**src/rtl/sample_voice.sv**
```systemverilog
// -----------------------------------------------------------------------------
// sample_voice : per-instrument playback voice
//
// On a trigger the voice streams 16-bit signed PCM words from sample memory
// into a small prefetch FIFO and offers them to the sample mixer on a
// valid/ready handshake, together with the velocity latched at trigger time.
//
// Optional feature macro: SAMPLE_VOICE_CHOKE_EN
//   defined   : choke in PLAY aborts playback (flush, discard in-flight reads,
//               go IDLE); a same-cycle trigger wins and restarts the voice.
//   undefined : the choke port is present but ignored.
//
// Ports
//   clk, rst_n        clock, asynchronous active-low reset
//   trigger           single-cycle start/restart pulse
//   trigger_velocity  velocity latched on an accepted trigger
//   sample_start      first word address, latched on trigger
//   sample_length     word count, latched on trigger (0 = trigger ignored)
//   choke             stop request (see macro above)
//   mem_addr/mem_req  read request, transfers when mem_req && mem_ready
//   mem_ready         memory accepts a request
//   mem_rdata/rvalid  in-order read data, latency >= 1 cycle
//   dout/dout_valid   FIFO head offered to the mixer
//   dout_ready        mixer accepts dout
//   velocity          latched velocity, held after playback ends
//   busy              voice is not IDLE
// -----------------------------------------------------------------------------
module sample_voice #(
    parameter int ADDR_WIDTH      = 20,
    parameter int FIFO_DEPTH      = 4,
    parameter int MAX_OUTSTANDING = 4
) (
    input  logic                  clk,
    input  logic                  rst_n,
    input  logic                  trigger,
    input  logic [6:0]            trigger_velocity,
    input  logic [ADDR_WIDTH-1:0] sample_start,
    input  logic [ADDR_WIDTH-1:0] sample_length,
    input  logic                  choke,
    output logic [ADDR_WIDTH-1:0] mem_addr,
    output logic                  mem_req,
    input  logic                  mem_ready,
    input  logic [15:0]           mem_rdata,
    input  logic                  mem_rvalid,
    output logic [15:0]           dout,
    output logic                  dout_valid,
    input  logic                  dout_ready,
    output logic [6:0]            velocity,
    output logic                  busy
);

    localparam int PTR_W = $clog2(FIFO_DEPTH);
    // Wide enough to hold fifo_count + outstanding without wrapping.
    localparam int CNT_W = $clog2(FIFO_DEPTH + MAX_OUTSTANDING + 1);

    typedef enum logic {IDLE, PLAY} state_t;

    state_t                  state_q, state_d;
    logic [ADDR_WIDTH-1:0]   rd_ptr_q, rd_ptr_d;
    logic [ADDR_WIDTH-1:0]   words_left_q, words_left_d;
    logic [CNT_W-1:0]        fifo_cnt_q, fifo_cnt_d;
    logic [CNT_W-1:0]        outstanding_q, outstanding_d;
    logic [CNT_W-1:0]        discard_q, discard_d;
    logic [PTR_W-1:0]        wr_idx_q, wr_idx_d;
    logic [PTR_W-1:0]        rd_idx_q, rd_idx_d;
    logic [6:0]              velocity_q, velocity_d;
    logic [15:0]             fifo_mem [FIFO_DEPTH];

    logic play, trig_go, choke_go, flush, req_acc, drop, push, pop;

    assign play    = (state_q == PLAY);
    assign trig_go = trigger && (sample_length != '0);

`ifdef SAMPLE_VOICE_CHOKE_EN
    assign choke_go = choke && play && !trig_go;
`else
    logic unused_choke;
    assign unused_choke = choke;
    assign choke_go     = 1'b0;
`endif

    assign flush = trig_go || choke_go;

    // Credit rule: never have more words in flight or buffered than the FIFO holds.
    assign mem_req  = play && (words_left_q != '0)
                      && ((fifo_cnt_q + outstanding_q) < CNT_W'(FIFO_DEPTH))
                      && (outstanding_q < CNT_W'(MAX_OUTSTANDING));
    assign mem_addr = rd_ptr_q;
    assign req_acc  = mem_req && mem_ready;

    // Responses belonging to an abandoned sample are dropped first.
    assign drop = mem_rvalid && (discard_q != '0);
    assign push = mem_rvalid && !drop && !flush;

    assign dout_valid = play && (fifo_cnt_q != '0) && !trigger;
    assign pop        = dout_valid && dout_ready;
    assign dout       = (fifo_cnt_q != '0) ? fifo_mem[rd_idx_q] : '0;
    assign velocity   = velocity_q;
    assign busy       = play;

    always_comb begin
        state_d       = state_q;
        rd_ptr_d      = rd_ptr_q + ADDR_WIDTH'(req_acc);
        words_left_d  = words_left_q - ADDR_WIDTH'(req_acc);
        velocity_d    = velocity_q;
        outstanding_d = outstanding_q + CNT_W'(req_acc) - CNT_W'(mem_rvalid);

        if (flush) begin
            // Every read still in flight after this edge belongs to the old
            // sample, including one accepted in this very cycle.
            fifo_cnt_d = '0;
            wr_idx_d   = '0;
            rd_idx_d   = '0;
            discard_d  = outstanding_d;
        end else begin
            fifo_cnt_d = fifo_cnt_q + CNT_W'(push) - CNT_W'(pop);
            wr_idx_d   = wr_idx_q + PTR_W'(push);
            rd_idx_d   = rd_idx_q + PTR_W'(pop);
            discard_d  = discard_q - CNT_W'(drop);
        end

        if (trig_go) begin
            state_d      = PLAY;
            rd_ptr_d     = sample_start;
            words_left_d = sample_length;
            velocity_d   = trigger_velocity;
        end else if (choke_go) begin
            state_d      = IDLE;
            words_left_d = '0;
        end else if (play && (words_left_d == '0) && (outstanding_d == '0)
                     && (fifo_cnt_d == '0)) begin
            state_d = IDLE;
        end
    end

    always_ff @(posedge clk or negedge rst_n) begin
        if (!rst_n) begin
            state_q       <= IDLE;
            rd_ptr_q      <= '0;
            words_left_q  <= '0;
            fifo_cnt_q    <= '0;
            outstanding_q <= '0;
            discard_q     <= '0;
            wr_idx_q      <= '0;
            rd_idx_q      <= '0;
            velocity_q    <= '0;
        end else begin
            state_q       <= state_d;
            rd_ptr_q      <= rd_ptr_d;
            words_left_q  <= words_left_d;
            fifo_cnt_q    <= fifo_cnt_d;
            outstanding_q <= outstanding_d;
            discard_q     <= discard_d;
            wr_idx_q      <= wr_idx_d;
            rd_idx_q      <= rd_idx_d;
            velocity_q    <= velocity_d;
        end
    end

    // FIFO storage is pure data and needs no reset.
    always_ff @(posedge clk) begin
        if (push) begin
            fifo_mem[wr_idx_q] <= mem_rdata;
        end
    end

`ifndef SYNTHESIS
    a_no_overflow: assert property (@(posedge clk) disable iff (!rst_n)
        !(push && !pop && (fifo_cnt_q == CNT_W'(FIFO_DEPTH))));
`endif

endmodule

```
**config.mk**
```make
export PLATFORM = sky130hd
export DESIGN_NAME = sample_voice
export DESIGN_NICKNAME = d
export VERILOG_FILES = /design/src/rtl/sample_voice.sv
export SDC_FILE = /design/constraint.sdc
export NUM_CORES = 1
export LEC_CHECK = 0
export CAP_MARGIN = 10
export CORE_AREA = 10 10 106 127
export CTS_CLUSTER_DIAMETER = 40
export CTS_CLUSTER_SIZE = 20
export DETAILED_ROUTE_END_ITERATION = 10
export DIE_AREA = 0 0 116 137
export PLACE_DENSITY = 0.84
export SLEW_MARGIN = 20
export SYNTH_ARGS = -nofsm -noshare
export SYNTH_HDL_FRONTEND = slang
export SYNTH_SLANG_ARGS = --single-unit
```
**constraint.sdc**
```tcl
create_clock -name clk -period 9.9 [get_ports clk]
set_input_delay 0.99 -clock clk [delete_from_list [all_inputs] [get_ports clk]]
set_output_delay 0.99 -clock clk [all_outputs]
set_load 0.02 [all_outputs]
```
### Clock network drawn from the DEF

Scale: 3 px per µm.
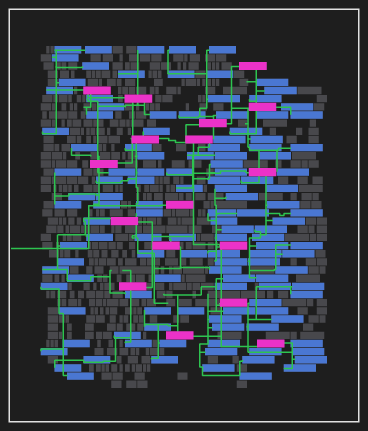
[magenta] clock drivers | count: 17
[green] clock wires | length: 1550 µm
[blue] flip-flops | count: 128
routed clock nets: 18

### Routing congestion map

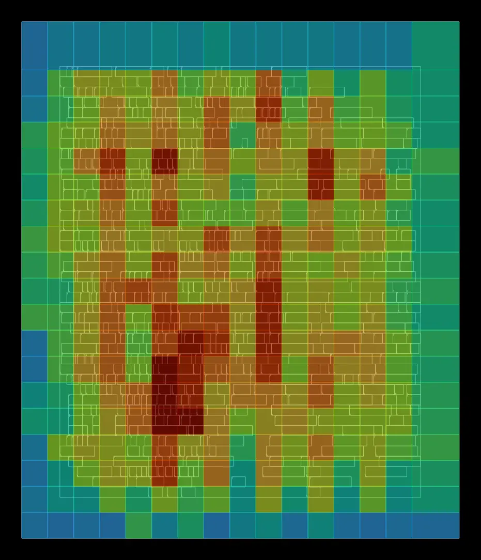
global routing met3 resource utilization: 6.176%
gr usage total: 18.58%

==> results_slide.txt <==
Key Metrics from the Run

Timing
  – Final Hold Violation Tally: 0
  – Slew HR: 44.42%
  – Slew Viols, Final: 0
  – Number of setup violations in the final report: 0

Worst hold path
  – Number of cells on the worst hold path: 2
  – End point of the worst hold path: velocity[6]
  – Hold WC Path Type: reg2reg

Critical path
  – R2r startpoint: words_left_q[10]
  – Depth of the worst register-to-register path: 15
  – CP endpoint kind: flip-flop
  – Setup slack on the worst flop-to-flop path: 5.46 ns
  – Launching element type of the critical path: flip-flop
  – Required time at the worst-slack endpoint: 10.20 ns
  – Capturing element of the worst setup path: busy

Place
  – Routability cong.: 0.8387
  – Placed wire-length estimate after detailed placement: 9737 µm
  – IO Port Bufs: 114
  – Placed instance area: 7360 µm²

Synthesis
  – Total cell area reported by yosys after synthesis: 6061 µm²
  – Netlist Area Pre-Place: 6061 µm²
  – Synth cell types: 44
  – Cell count after synthesis: 512
  – Tally of yosys warning messages: 0
  – Register bit total from synthesis: 128
  – Post-Syn Area per Cell: 11.84 µm²
  – Top post-synthesis cells by count: 64 x dfrtp_1, 64 x edfxtp_1, 54 x nor2_1, 49 x nand2_1, 35 x a21oi_1
  – Top cells, area: edfxtp_1 32%, dfrtp_1 26%, mux4_2 5.9%
  – Share of async-settable or async-resettable flops after synthesis: 50.00%
  – Share of the yosys chip area belonging to registers: 58.13%

Power and ir drop
  – Power density over the cells: 224.7 nW/µm²
  – Sw Ratio: 30.69%
  – Cell internal power dissipation: 1.242 mW
  – Net switching power: 549.9 µW
  – Static Leak: 2.993 nW
  – Tot Pwr: 1.792 mW
  – Maximum vdd ir drop: 0.1499 mV
  – Proportion of power drawn by flip-flops and latches: 37.0%

Clocking
  – Latency at later pin: 0.42 ns
  – Max Root-Sink Buffers: 2
  – CTS Hold Buffers Added: 0
  – Post-CTS clock slew at the launch and capture registers of the worst setup and hold paths: 0.06 ns
  – Post-CTS Resized: 0
  – H-tree depth: 4
  – Post-CTS setup repair buffer count: 0

Routing
  – Routed length per instance: 18.28 µm
  – Topmost layer with routed signal wires: met4
  – Routed met3 length: 1170 µm
  – Iteration-0 DRC count of the detailed router: 251
  – Wire length on met1: 5608 µm
  – Detailed-route via count: 4378
  – Met2 routed wirelength: 7213 µm
  – 1st-pass router iterations: 6
  – ANT nets after route: 0

Floorplan
  – Number of rows in the core area: 42
  – Vertical die dimension: 137 µm
  – Die outline area: 15890 µm²
  – Horiz. Die Dim: 116 µm
  – Initial cell density of the core: 55.45%
  – Core area: 10930 µm²

Job
  – OpenROAD warnings: 27

Cells and area
  – Most frequent cells in the layout: 113 x clkdlybuf4s50_1, 64 x edfxtp_1, 63 x dfrtp_1, 54 x nor2_1, 49 x nand2_1
  – Fin nets: 723
  – Fraction of final layout cells sized beyond drive strength 1: 9.627%
  – Max reg flops: 64

Outcome
  – Status: completed

GRT
  – Vias in the first global route: 4765
  – Pin count of the biggest net entering global routing: 82
### Wires at chosen ports, followed through buffers

Scale: 3 px per µm.
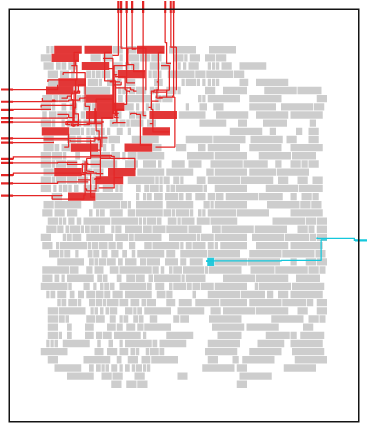
| colour | port | bits | direction | edge | end cells | buffers | wire |
|---|---|---|---|---|---|---|---|
| cyan | dout_ready | 1 | input | right | 1 | 1 | 61.6 µm |
| red | mem_addr | 20 | output | 12 left, 8 top | 20 | 20 | 1100 µm |

### Wire density map

Scale: 3 px per µm. 23 x 27 tiles, from white (low) to dark blue (high), scaled to the fullest tile. Values are wire area over tile area, all layers added.
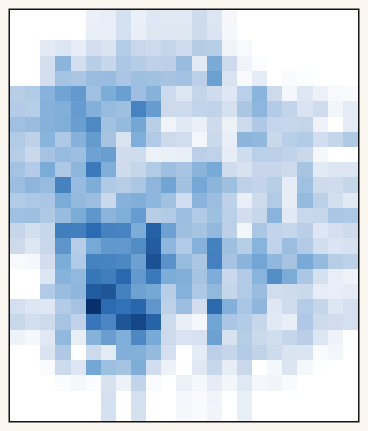
fullest tile: 0.57
nearly empty tiles: 19%
emptiest ninth of the die: upper right
tiles over half the peak: 11%
mean over tiles: 0.15

[power groups by stage]
stage | Clock (mW) | Sequential (mW) | Combinational, mW
3_3_place_gp | 0 | 0.666 | 0.468
2_1_floorplan | 0 | 0.662 | 0.286
4_1_cts | 0.653 | 0.662 | 0.494
3_5_place_dp | 0 | 0.672 | 0.487
5_1_grt | 0.674 | 0.669 | 0.537
6_report | 0.642 | 0.663 | 0.487
[cell type report]
type	instances	area [µm²]
Inverter	23	86.33
Fill cell	725	2958
Timing Repair Buffer	119	1174
Clock buffer	18	429.2
Sequential cell	128	3525
Tap cell	132	165.2
Clock inverter	14	182.7
Multi-Input combinational cell	342	2411
[logic make-up (layout without fill, tap and decap cells)]
family,Yosys count,count (layout),synth area share (%)
buf+inv,42,174,2.622
mux,17,17,6.131
simple gates,195,195,15.85
compound gates,61,61,5.677
xor+xnor,47,47,6.792
fa+ha+maj,22,22,4.789
flops,128,128,58.13
[per-stage QoR]
stage | utilization, % | instances | setup slack [ns]
2_1_floorplan | - | 512 | 5.822
3_3_place_gp | 67.27 | 744 | 5.311
3_5_place_dp | 67.33 | 744 | 5.192
4_1_cts | 72.93 | 776 | 5.482
5_1_grt | 72.94 | 776 | 5.286
6_report | 72.94 | 776 | 5.464
[critical path, cell delays in order, from the launching register on]
cell and delay [ns]:
dfrtp_1 0.47, or4_1 0.61, or3_1 0.43, or4_4 0.47, o21ai_0 0.19, nor2_1 0.11
nand2_1 0.09, ha_1 0.23, inv_1 0.06, ha_1 0.17, inv_1 0.06, fa_1 0.50
inv_1 0.07, nor4_1 0.31, o2111ai_1 0.16, o32a_2 0.41
[metal layers]
metal | GRT usage [%] | vias up
li1 | - | 2063
met1 | 21.48 | 2132
met2 | 31.15 | 158
met3 | 6.176 | 25
met4 | 7.312 | 0
met5 | 0 | -
No activity file was given, so power comes from the tool's default toggle rates.
